### src/rtl/fetch_pkg.sv
`default_nettype none
// ============================================================================
// Module  : fetch_pkg
// Brief   : Shared constants, FSM state type and sizing helper for the fetch stage.
// Revision: 1.0
// ============================================================================
package fetch_pkg;

  localparam int          INSTR_BYTES = 4;
  localparam logic [31:0] NOP_INSTR   = 32'h0000_0013;

  typedef enum logic [1:0] {
    ST_IDLE  = 2'd0,
    ST_RUN   = 2'd1,
    ST_FLUSH = 2'd2
  } state_t;

  // Counter width able to hold the value DEPTH itself.
  function automatic int cnt_width(input int depth);
    return $clog2(depth) + 1;
  endfunction

endpackage
`default_nettype wire

### src/rtl/fetch_if.sv
`default_nettype none
// ============================================================================
// Module  : fetch_if
// Brief   : Instruction-memory request/response and decode-side handshake bundle.
// Revision: 1.0
// ============================================================================
interface fetch_if #(
  parameter int PC_W    = 64,
  parameter int INSTR_W = 32
);

  logic               imem_req_valid;
  logic               imem_req_ready;
  logic [PC_W-1:0]    imem_req_addr;
  logic               imem_rsp_valid;
  logic [INSTR_W-1:0] imem_rsp_data;
  logic               inst_valid;
  logic               inst_ready;
  logic [INSTR_W-1:0] inst;
  logic [PC_W-1:0]    inst_pc;

  modport master (
    output imem_req_valid, imem_req_addr, inst_valid, inst, inst_pc,
    input  imem_req_ready, imem_rsp_valid, imem_rsp_data, inst_ready
  );

  modport slave (
    input  imem_req_valid, imem_req_addr, inst_valid, inst, inst_pc,
    output imem_req_ready, imem_rsp_valid, imem_rsp_data, inst_ready
  );

endinterface
`default_nettype wire

### src/rtl/fetch_fifo.sv
`default_nettype none
// ============================================================================
// Module  : fetch_fifo
// Brief   : Synchronous FIFO with flush; push and pop may coincide at any occupancy.
// Revision: 1.0
// ============================================================================
module fetch_fifo #(
  parameter int WIDTH = 64,
  parameter int DEPTH = 2
) (
  input  wire                   clk,
  input  wire                   rst,
  input  wire                   i_push,
  input  wire                   i_pop,
  input  wire                   i_flush,
  input  wire [WIDTH-1:0]       i_data,
  output logic [WIDTH-1:0]      o_data,
  output logic [$clog2(DEPTH):0] o_count,
  output logic                  o_empty,
  output logic                  o_full
);

  localparam int AW = $clog2(DEPTH);

  logic [WIDTH-1:0] r_mem [DEPTH];
  logic [AW-1:0]    r_wr_ptr;
  logic [AW-1:0]    r_rd_ptr;
  logic [AW:0]      r_count;
  logic             w_push;
  logic             w_pop;

  assign o_empty = (r_count == '0);
  assign o_full  = (r_count == (AW+1)'(DEPTH));
  assign o_count = r_count;
  assign o_data  = r_mem[r_rd_ptr];

  // A push into a full FIFO is legal only when the head leaves in the same cycle.
  assign w_pop  = i_pop & ~o_empty;
  assign w_push = i_push & (~o_full | w_pop);

  always_ff @(posedge clk) begin
    if (w_push && !i_flush) begin
      r_mem[r_wr_ptr] <= i_data;
    end
  end

  always_ff @(posedge clk) begin
    if (rst || i_flush) begin
      r_wr_ptr <= '0;
      r_rd_ptr <= '0;
      r_count  <= '0;
    end else begin
      if (w_push) begin
        r_wr_ptr <= r_wr_ptr + 1'b1;
      end
      if (w_pop) begin
        r_rd_ptr <= r_rd_ptr + 1'b1;
      end
      r_count <= r_count + (AW+1)'(w_push) - (AW+1)'(w_pop);
    end
  end

endmodule
`default_nettype wire

### src/rtl/fetch_unit.sv
`default_nettype none
// ============================================================================
// Module  : fetch_unit
// Brief   : Fetch stage: issues PC requests, queues returned instructions, drives next PC.
// Revision: 1.0
// ============================================================================
module fetch_unit
  import fetch_pkg::*;
#(
  parameter int              PC_W     = 64,
  parameter int              INSTR_W  = 32,
  parameter logic [PC_W-1:0] RESET_PC = '0,
  parameter int              DEPTH    = 2
) (
  input  wire              clk_i,
  input  wire              rst_i,
  input  wire [PC_W-1:0]   pc_i,
  output logic [PC_W-1:0]  pc_next_o,
  input  wire              redirect_i,
  input  wire [PC_W-1:0]   redirect_pc_i,
  fetch_if.master          bus
);

  localparam int CW = cnt_width(DEPTH);
  localparam int QW = PC_W + INSTR_W;

  state_t          r_state;
  state_t          w_state_nxt;
  logic [CW-1:0]   r_outstanding;
  logic [CW-1:0]   w_outstanding_nxt;
  logic [CW-1:0]   r_stale;
  logic [CW-1:0]   w_stale_nxt;
  logic [CW-1:0]   w_pend;
  logic [CW:0]     w_occupancy;
  logic            w_credit;
  logic            w_req_valid;
  logic            w_req_fire;
  logic            w_rsp_drop;
  logic            w_rsp_take;
  logic            w_inst_pop;
  logic [PC_W-1:0] w_infl_pc;
  logic [CW-1:0]   w_infl_count;
  logic            w_infl_empty;
  logic            w_infl_full;
  logic [QW-1:0]   w_q_data;
  logic [CW-1:0]   w_q_count;
  logic            w_q_empty;
  logic            w_q_full;
  logic            w_unused;

  assign w_occupancy = {1'b0, r_outstanding} + {1'b0, w_q_count};
  assign w_credit    = w_occupancy < (CW+1)'(DEPTH);
  assign w_req_valid = ~rst_i & (r_state == ST_RUN) & w_credit & ~redirect_i;
  assign w_req_fire  = w_req_valid & bus.imem_req_ready;
  assign w_rsp_drop  = bus.imem_rsp_valid & (r_stale != '0);
  // A response with nothing owed is a protocol error and is ignored.
  assign w_rsp_take  = bus.imem_rsp_valid & (r_stale == '0) & (r_outstanding != '0);
  assign w_inst_pop  = ~w_q_empty & bus.inst_ready & ~redirect_i;
  assign w_pend      = r_outstanding + r_stale;

  always_ff @(posedge clk_i) begin
    if (rst_i) begin
      r_state       <= ST_IDLE;
      r_outstanding <= '0;
      r_stale       <= '0;
    end else begin
      r_state       <= w_state_nxt;
      r_outstanding <= w_outstanding_nxt;
      r_stale       <= w_stale_nxt;
    end
  end

  always_comb begin
    w_state_nxt       = r_state;
    w_outstanding_nxt = r_outstanding;
    w_stale_nxt       = r_stale;
    if (redirect_i) begin
      // Every response still owed becomes stale; one arriving now is dropped here.
      w_stale_nxt       = (bus.imem_rsp_valid && (w_pend != '0)) ? w_pend - CW'(1) : w_pend;
      w_outstanding_nxt = '0;
      w_state_nxt       = (w_stale_nxt != '0) ? ST_FLUSH : ST_RUN;
    end else begin
      w_outstanding_nxt = r_outstanding + CW'(w_req_fire) - CW'(w_rsp_take);
      if (w_rsp_drop) begin
        w_stale_nxt = r_stale - CW'(1);
      end
      case (r_state)
        ST_IDLE:  w_state_nxt = ST_RUN;
        ST_RUN:   w_state_nxt = ST_RUN;
        ST_FLUSH: if (w_stale_nxt == '0) w_state_nxt = ST_RUN;
        default:  w_state_nxt = ST_IDLE;
      endcase
    end
  end

  always_comb begin
    pc_next_o = pc_i;
    if (rst_i) begin
      pc_next_o = RESET_PC;
    end else if (redirect_i) begin
      pc_next_o = redirect_pc_i;
    end else if (w_req_fire) begin
      pc_next_o = pc_i + PC_W'(INSTR_BYTES);
    end
  end

  fetch_fifo #(
    .WIDTH (PC_W),
    .DEPTH (DEPTH)
  ) u_inflight_q (
    .clk     (clk_i),
    .rst     (rst_i),
    .i_push  (w_req_fire),
    .i_pop   (w_rsp_take),
    .i_flush (redirect_i),
    .i_data  (pc_i),
    .o_data  (w_infl_pc),
    .o_count (w_infl_count),
    .o_empty (w_infl_empty),
    .o_full  (w_infl_full)
  );

  fetch_fifo #(
    .WIDTH (QW),
    .DEPTH (DEPTH)
  ) u_instr_q (
    .clk     (clk_i),
    .rst     (rst_i),
    .i_push  (w_rsp_take & ~redirect_i),
    .i_pop   (w_inst_pop),
    .i_flush (redirect_i),
    .i_data  ({w_infl_pc, bus.imem_rsp_data}),
    .o_data  (w_q_data),
    .o_count (w_q_count),
    .o_empty (w_q_empty),
    .o_full  (w_q_full)
  );

  assign w_unused = &{1'b0, w_infl_count, w_infl_empty, w_infl_full, w_q_full};

  assign bus.imem_req_valid = w_req_valid;
  assign bus.imem_req_addr  = rst_i ? '0 : pc_i;
  assign bus.inst_valid     = ~rst_i & ~w_q_empty;
  assign bus.inst_pc        = rst_i ? '0 : w_q_data[INSTR_W +: PC_W];
  assign bus.inst           = rst_i     ? '0 :
                              w_q_empty ? INSTR_W'(NOP_INSTR) : w_q_data[INSTR_W-1:0];

endmodule
`default_nettype wire
### src/flat_wrapper.sv
// flat-port wrapper written by rule: the top's interface ports become plain ports
module fetch_unit_flat import fetch_pkg::*;
#(
  parameter int              PC_W     = 64,
  parameter int              INSTR_W  = 32,
  parameter logic [PC_W-1:0] RESET_PC = '0,
  parameter int              DEPTH    = 2
)
  (clk_i, rst_i, pc_i, pc_next_o, redirect_i, redirect_pc_i, bus_imem_req_valid, bus_imem_req_addr, bus_inst_valid, bus_inst, bus_inst_pc, bus_imem_req_ready, bus_imem_rsp_valid, bus_imem_rsp_data, bus_inst_ready);
  fetch_if #(.PC_W(PC_W), .INSTR_W(INSTR_W)) bus_i ();
  input  wire clk_i;
  input  wire rst_i;
  input  wire [PC_W-1:0] pc_i;
  output logic [PC_W-1:0] pc_next_o;
  input  wire redirect_i;
  input  wire [PC_W-1:0] redirect_pc_i;
  output wire logic [$bits(bus_i.imem_req_valid)-1:0] bus_imem_req_valid;
  output wire logic [$bits(bus_i.imem_req_addr)-1:0] bus_imem_req_addr;
  output wire logic [$bits(bus_i.inst_valid)-1:0] bus_inst_valid;
  output wire logic [$bits(bus_i.inst)-1:0] bus_inst;
  output wire logic [$bits(bus_i.inst_pc)-1:0] bus_inst_pc;
  input wire logic [$bits(bus_i.imem_req_ready)-1:0] bus_imem_req_ready;
  input wire logic [$bits(bus_i.imem_rsp_valid)-1:0] bus_imem_rsp_valid;
  input wire logic [$bits(bus_i.imem_rsp_data)-1:0] bus_imem_rsp_data;
  input wire logic [$bits(bus_i.inst_ready)-1:0] bus_inst_ready;
  assign bus_imem_req_valid = bus_i.imem_req_valid;
  assign bus_imem_req_addr = bus_i.imem_req_addr;
  assign bus_inst_valid = bus_i.inst_valid;
  assign bus_inst = bus_i.inst;
  assign bus_inst_pc = bus_i.inst_pc;
  assign bus_i.imem_req_ready = bus_imem_req_ready;
  assign bus_i.imem_rsp_valid = bus_imem_rsp_valid;
  assign bus_i.imem_rsp_data = bus_imem_rsp_data;
  assign bus_i.inst_ready = bus_inst_ready;
  fetch_unit #(.PC_W(PC_W), .INSTR_W(INSTR_W), .RESET_PC(RESET_PC), .DEPTH(DEPTH)) u_core (.clk_i(clk_i), .rst_i(rst_i), .pc_i(pc_i), .pc_next_o(pc_next_o), .redirect_i(redirect_i), .redirect_pc_i(redirect_pc_i), .bus(bus_i));
endmodule
### config.mk
export PLATFORM = sky130hd
export DESIGN_NAME = fetch_unit_flat
export DESIGN_NICKNAME = d
export VERILOG_FILES = /design/src/rtl/fetch_pkg.sv /design/src/rtl/fetch_if.sv /design/src/rtl/fetch_fifo.sv /design/src/rtl/fetch_unit.sv /design/src/flat_wrapper.sv
export SDC_FILE = /design/constraint.sdc
export NUM_CORES = 1
export LEC_CHECK = 0
export ABC_AREA = 1
export CORE_MARGIN = 2
export CORE_UTILIZATION = 50
export CTS_CLUSTER_SIZE = 28
export DETAILED_ROUTE_END_ITERATION = 10
export PLACE_DENSITY_LB_ADDON = 0.1
export SETUP_SLACK_MARGIN = 0.3
export SYNTH_ARGS = -nofsm -noshare
export SYNTH_HDL_FRONTEND = slang
export SYNTH_SLANG_ARGS = --single-unit
export TNS_END_PERCENT = 1
### constraint.sdc
create_clock -name clk_i -period 8.15 [get_ports clk_i]
set_input_delay 2.0375 -clock clk_i [delete_from_list [all_inputs] [get_ports clk_i]]
set_output_delay 2.0375 -clock clk_i [all_outputs]
set_load 0.03 [all_outputs]
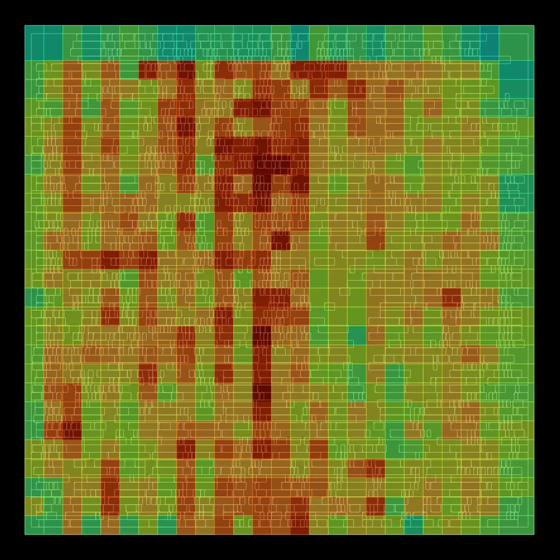
Fig. 1. Routing congestion map.
WL per Instance: 19.4 µm
fraction of met1 tracks used by global routing: 37.8%
gr busiest metal: met2

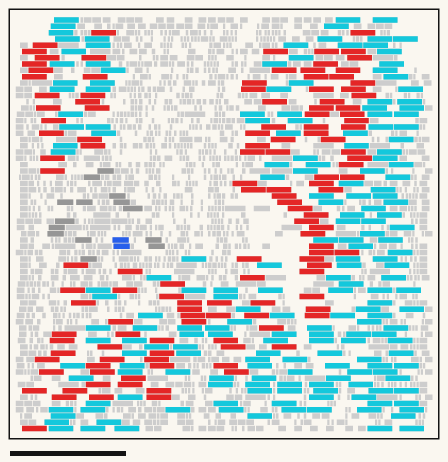
Fig. 2. Sequential cells grouped by signal name.
The bar under the picture is 50 µm long. Other sequential cells in the stronger gray, the rest of the logic in the fainter gray.
| name in the netlist | color | sequential cells |
|---|---|---|
| u_core.u_instr_q.r_mem | cyan | 192 |
| u_core.r_outstanding | blue | 2 |
| u_core.u_inflight_q.r_mem | red | 128 |
not colored: 14

==> metrics.sh <==
RUN_STATUS='complete, no violations'
CP-ENDPOINT='pc_next_o[48]'
MOST_AREA_HUNGRY_CELL_CLASS_IN_THE_FINAL_DESIGN='registers'
POSTCTSSETUPREPAIRBUFS=0
CLOCK_TREE.ROOT_CELL='sky130_fd_sc_hd__clkbuf_16'
NUMSEQUENTIALCELLS=336
NUM-NONCLK-BUFFERS=405
CRIT_PATH_START='pc_i[3]'
DETAIL_ROUTE.ITER0.VIOLATIONS=1155
WORSTMARGINPINSLEW_PS=1150
POWER-TOP-GROUP='sequential cells'
AREA.COMBINATIONAL_UM2=5450
R2R_CELLS=9
GRTUSAGEMET3_PCT=5.62
NUM_TAP_CELLS=442
HOLD_START='u_core.u_inflight_q.r_rd_ptr$_SDFFE_PP0P_'
POST-ROUTE-WORST-SETUP-SLACK_PS=1030
SYNTH_TOP_FLOP_CELL='sky130_fd_sc_hd__edfxtp_1'
MAXIMUM_FREQUENCY_FROM_STATIC_TIMING_ANALYSIS_MHz=140
YS_SEQ_ELEMENTS=336
TIMING.FINAL.MAX_SLEW_VIOLATIONS=0
DRCVIOLATIONCOUNT=0
TRITONCTS_CLOCK_TREE='built'
SWSHARE_PCT=24.5
CRIT_PATH_DRT_PS=6110
TIMING.MAX_SLEW.REL_SLACK_PCT=23.6
LAYOUT_TOP_CELLS_EXCL_FILL_TAP='sky130_fd_sc_hd__nand2_1, sky130_fd_sc_hd__clkdlybuf4s50_1, sky130_fd_sc_hd__edfxtp_1, sky130_fd_sc_hd__nor2_1, sky130_fd_sc_hd__inv_1'
CLOCK.LATENCY.LATE_PIN_PS=520
NUMBER_OF_BUFFERS_AND_INVERTERS_ON_THE_CRITICAL_PATH=4
CLOCK_NET_POWER_mW=1.48
COMB_CELLS=1124
CTS-BUFFERS-INSERTED=36
CPLARGESTDELAYFAMILY='simple AND/OR/NAND/NOR gates'
TIMING.MAX_CAP.VIOLATIONS=0
TOTALNEGATIVESETUPSLACK_PS=0
PWR.GROUP.COMBINATIONAL_mW=0.532
SYNTH_CELL_TYPES=36
INTERNAL_POWER_mW=2.96
OVERFLOW=0
YOSYS.AREA.TOP_TYPE_SHARE_PCT=58.5
FLOORPLAN_STAGE_CORE_UTILIZATION_PCT=50.6
WORSTPATHMAXFANOUT=6
YS_CELLS=1742
NUM-CLOCK-BUFFERS=46
ANT_NETS=0
SYNTH_ASYNC_SR_FLOP_SHARE_PCT=0
TOP_CELLS_BY_AREA='sky130_fd_sc_hd__edfxtp_1, sky130_fd_sc_hd__nand2_1, sky130_fd_sc_hd__nor2_1, sky130_fd_sc_hd__inv_1, sky130_fd_sc_hd__mux2_2'
SHARE_CLK_OF_TOTAL_POWER_PCT=37.8
CRIT_PATH_MAX_INCR_DELAY_PS=660
FINALHOLDVIOLCOUNT=0
TOTAL_STANDARD_CELL_AREA_AFTER_SYNTHESIS_UM2=16400
SYNTHADDERAREAFRAC_PCT=0.807
STAGE_LOG_WARNINGS=26
NONCLKBUFAREAFRAC_PCT=18.5
ANTENNA-DIODE-COUNT=1
XOR_XNOR_SHARE_OF_THE_SYNTHESIZED_AREA_PCT=0.480
LEAKAGE_POWER_nW=8.66
P_PER_AREA_nW_PER_UM2=180
FLOP_AREA_UM2=9940
STARTPOINT_TYPE='input port'
WORST-PATH-STAGES=13
GRT_SETUP_UNREPAIRED='no'
SYN_TO_FINAL_GROWTH_PCT=33.1
SHARE_COMB_OF_TOTAL_POWER_PCT=13.6
REGTOREGENDPOINT='u_core.u_inflight_q.r_mem[1][45]$_DFFE_PP_'
WORST_HOLD_PATH_TYPE='flop to flop'
CTS_SINKS=336
TIMING.CRITICAL_PATH.TO_TYPE='output port'
FIN_WORST_HOLD_SLACK_PS=473
DPL.HPWL_UM=34300
WORSTSETUPPATHTYPE='input port to output port'
ANTENNA_FOUND_INITIAL=0
YOSYSCHIPAREA_UM2=16400
FINAL_CELLS=2581
SYNTH.AREA.MUX_SHARE_PCT=4.39
SYN_NETS=1918
WORST_R2R_STARTPOINT='u_core.r_outstanding[0]$_SDFF_PP0_'
HOLDBUFCOUNTCTS=0
TOPCOMBFAMILYBYAREA='simple AND/OR/NAND/NOR gates'
FP.DIEAREA_UM2=34300
MAX-VDD-IR-DROP_mV=0.168
CELL_BY_CELL_LISTING_OF_THE_CRITICAL_PATH='clkdlybuf4s50_1 -> ha_1 -> inv_1 -> nor2_1 -> nand2_1 -> nor2_1 -> nand3_1 -> nor2_1 -> nand3_1 -> nand3_1 -> nand2_1 -> inv_1 -> clkdlybuf4s50_1'
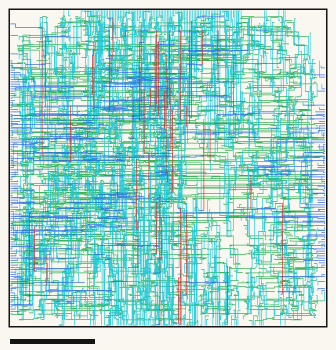
Fig. 3. Wiring by layer.
The bar under the picture is 50 µm long.
| layer | color | wire length |
|---|---|---|
| metal 2 | cyan | 23.9 mm |
| metal 3 | blue | 4300 µm |
| metal 4 | red | 1740 µm |
| metal 1 | green | 20.2 mm |

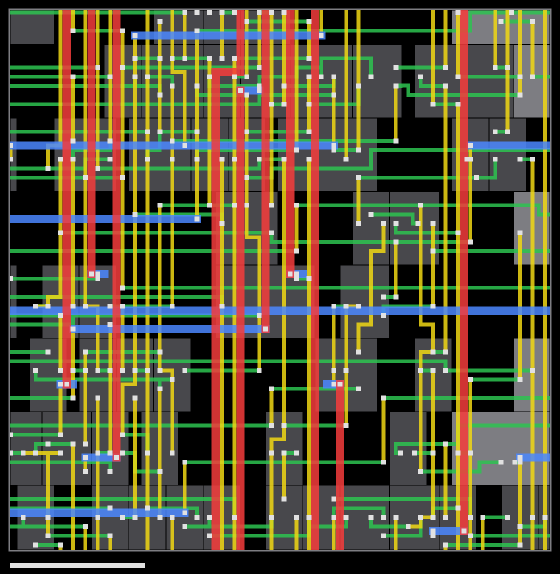
Fig. 4. Layout detail.
The bar under the picture is 5 µm long. Region (83, 120) to (103, 140) µm. Cells in gray, sequential cells in the stronger gray; small squares are vias.
| layer | color |
|---|---|
| metal 1 | green |
| metal 4 | red |
| metal 2 | yellow |
| metal 3 | blue |
cells with their middle in the window: 44
most frequent: nor2_1 (13), nand2_1 (13), o21ai_0 (4)
sequential cells in the window: 0

## state kept, by name (all words and copies together), names as in the netlist, named ones only
name	count
u_core.u_inflight_q.r_mem	128
u_core.r_stale	2
u_core.r_outstanding	2
u_core.u_instr_q.r_mem	192
u_core.u_inflight_q.o_count	2
u_core.r_state	2
u_core.u_instr_q.r_wr_ptr	1
u_core.u_instr_q.o_count	2
u_core.u_inflight_q.r_wr_ptr	1
u_core.u_instr_q.r_rd_ptr	1
u_core.u_inflight_q.r_rd_ptr	1
## layer usage
layer / up-vias / routed length, µm
met3: 105 / 4300
met1: 6405 / 20200
li1: 6503 / -
met5: - / 0
met4: 0 / 1740
met2: 620 / 23900
Power and IR drop assume default switching activity.
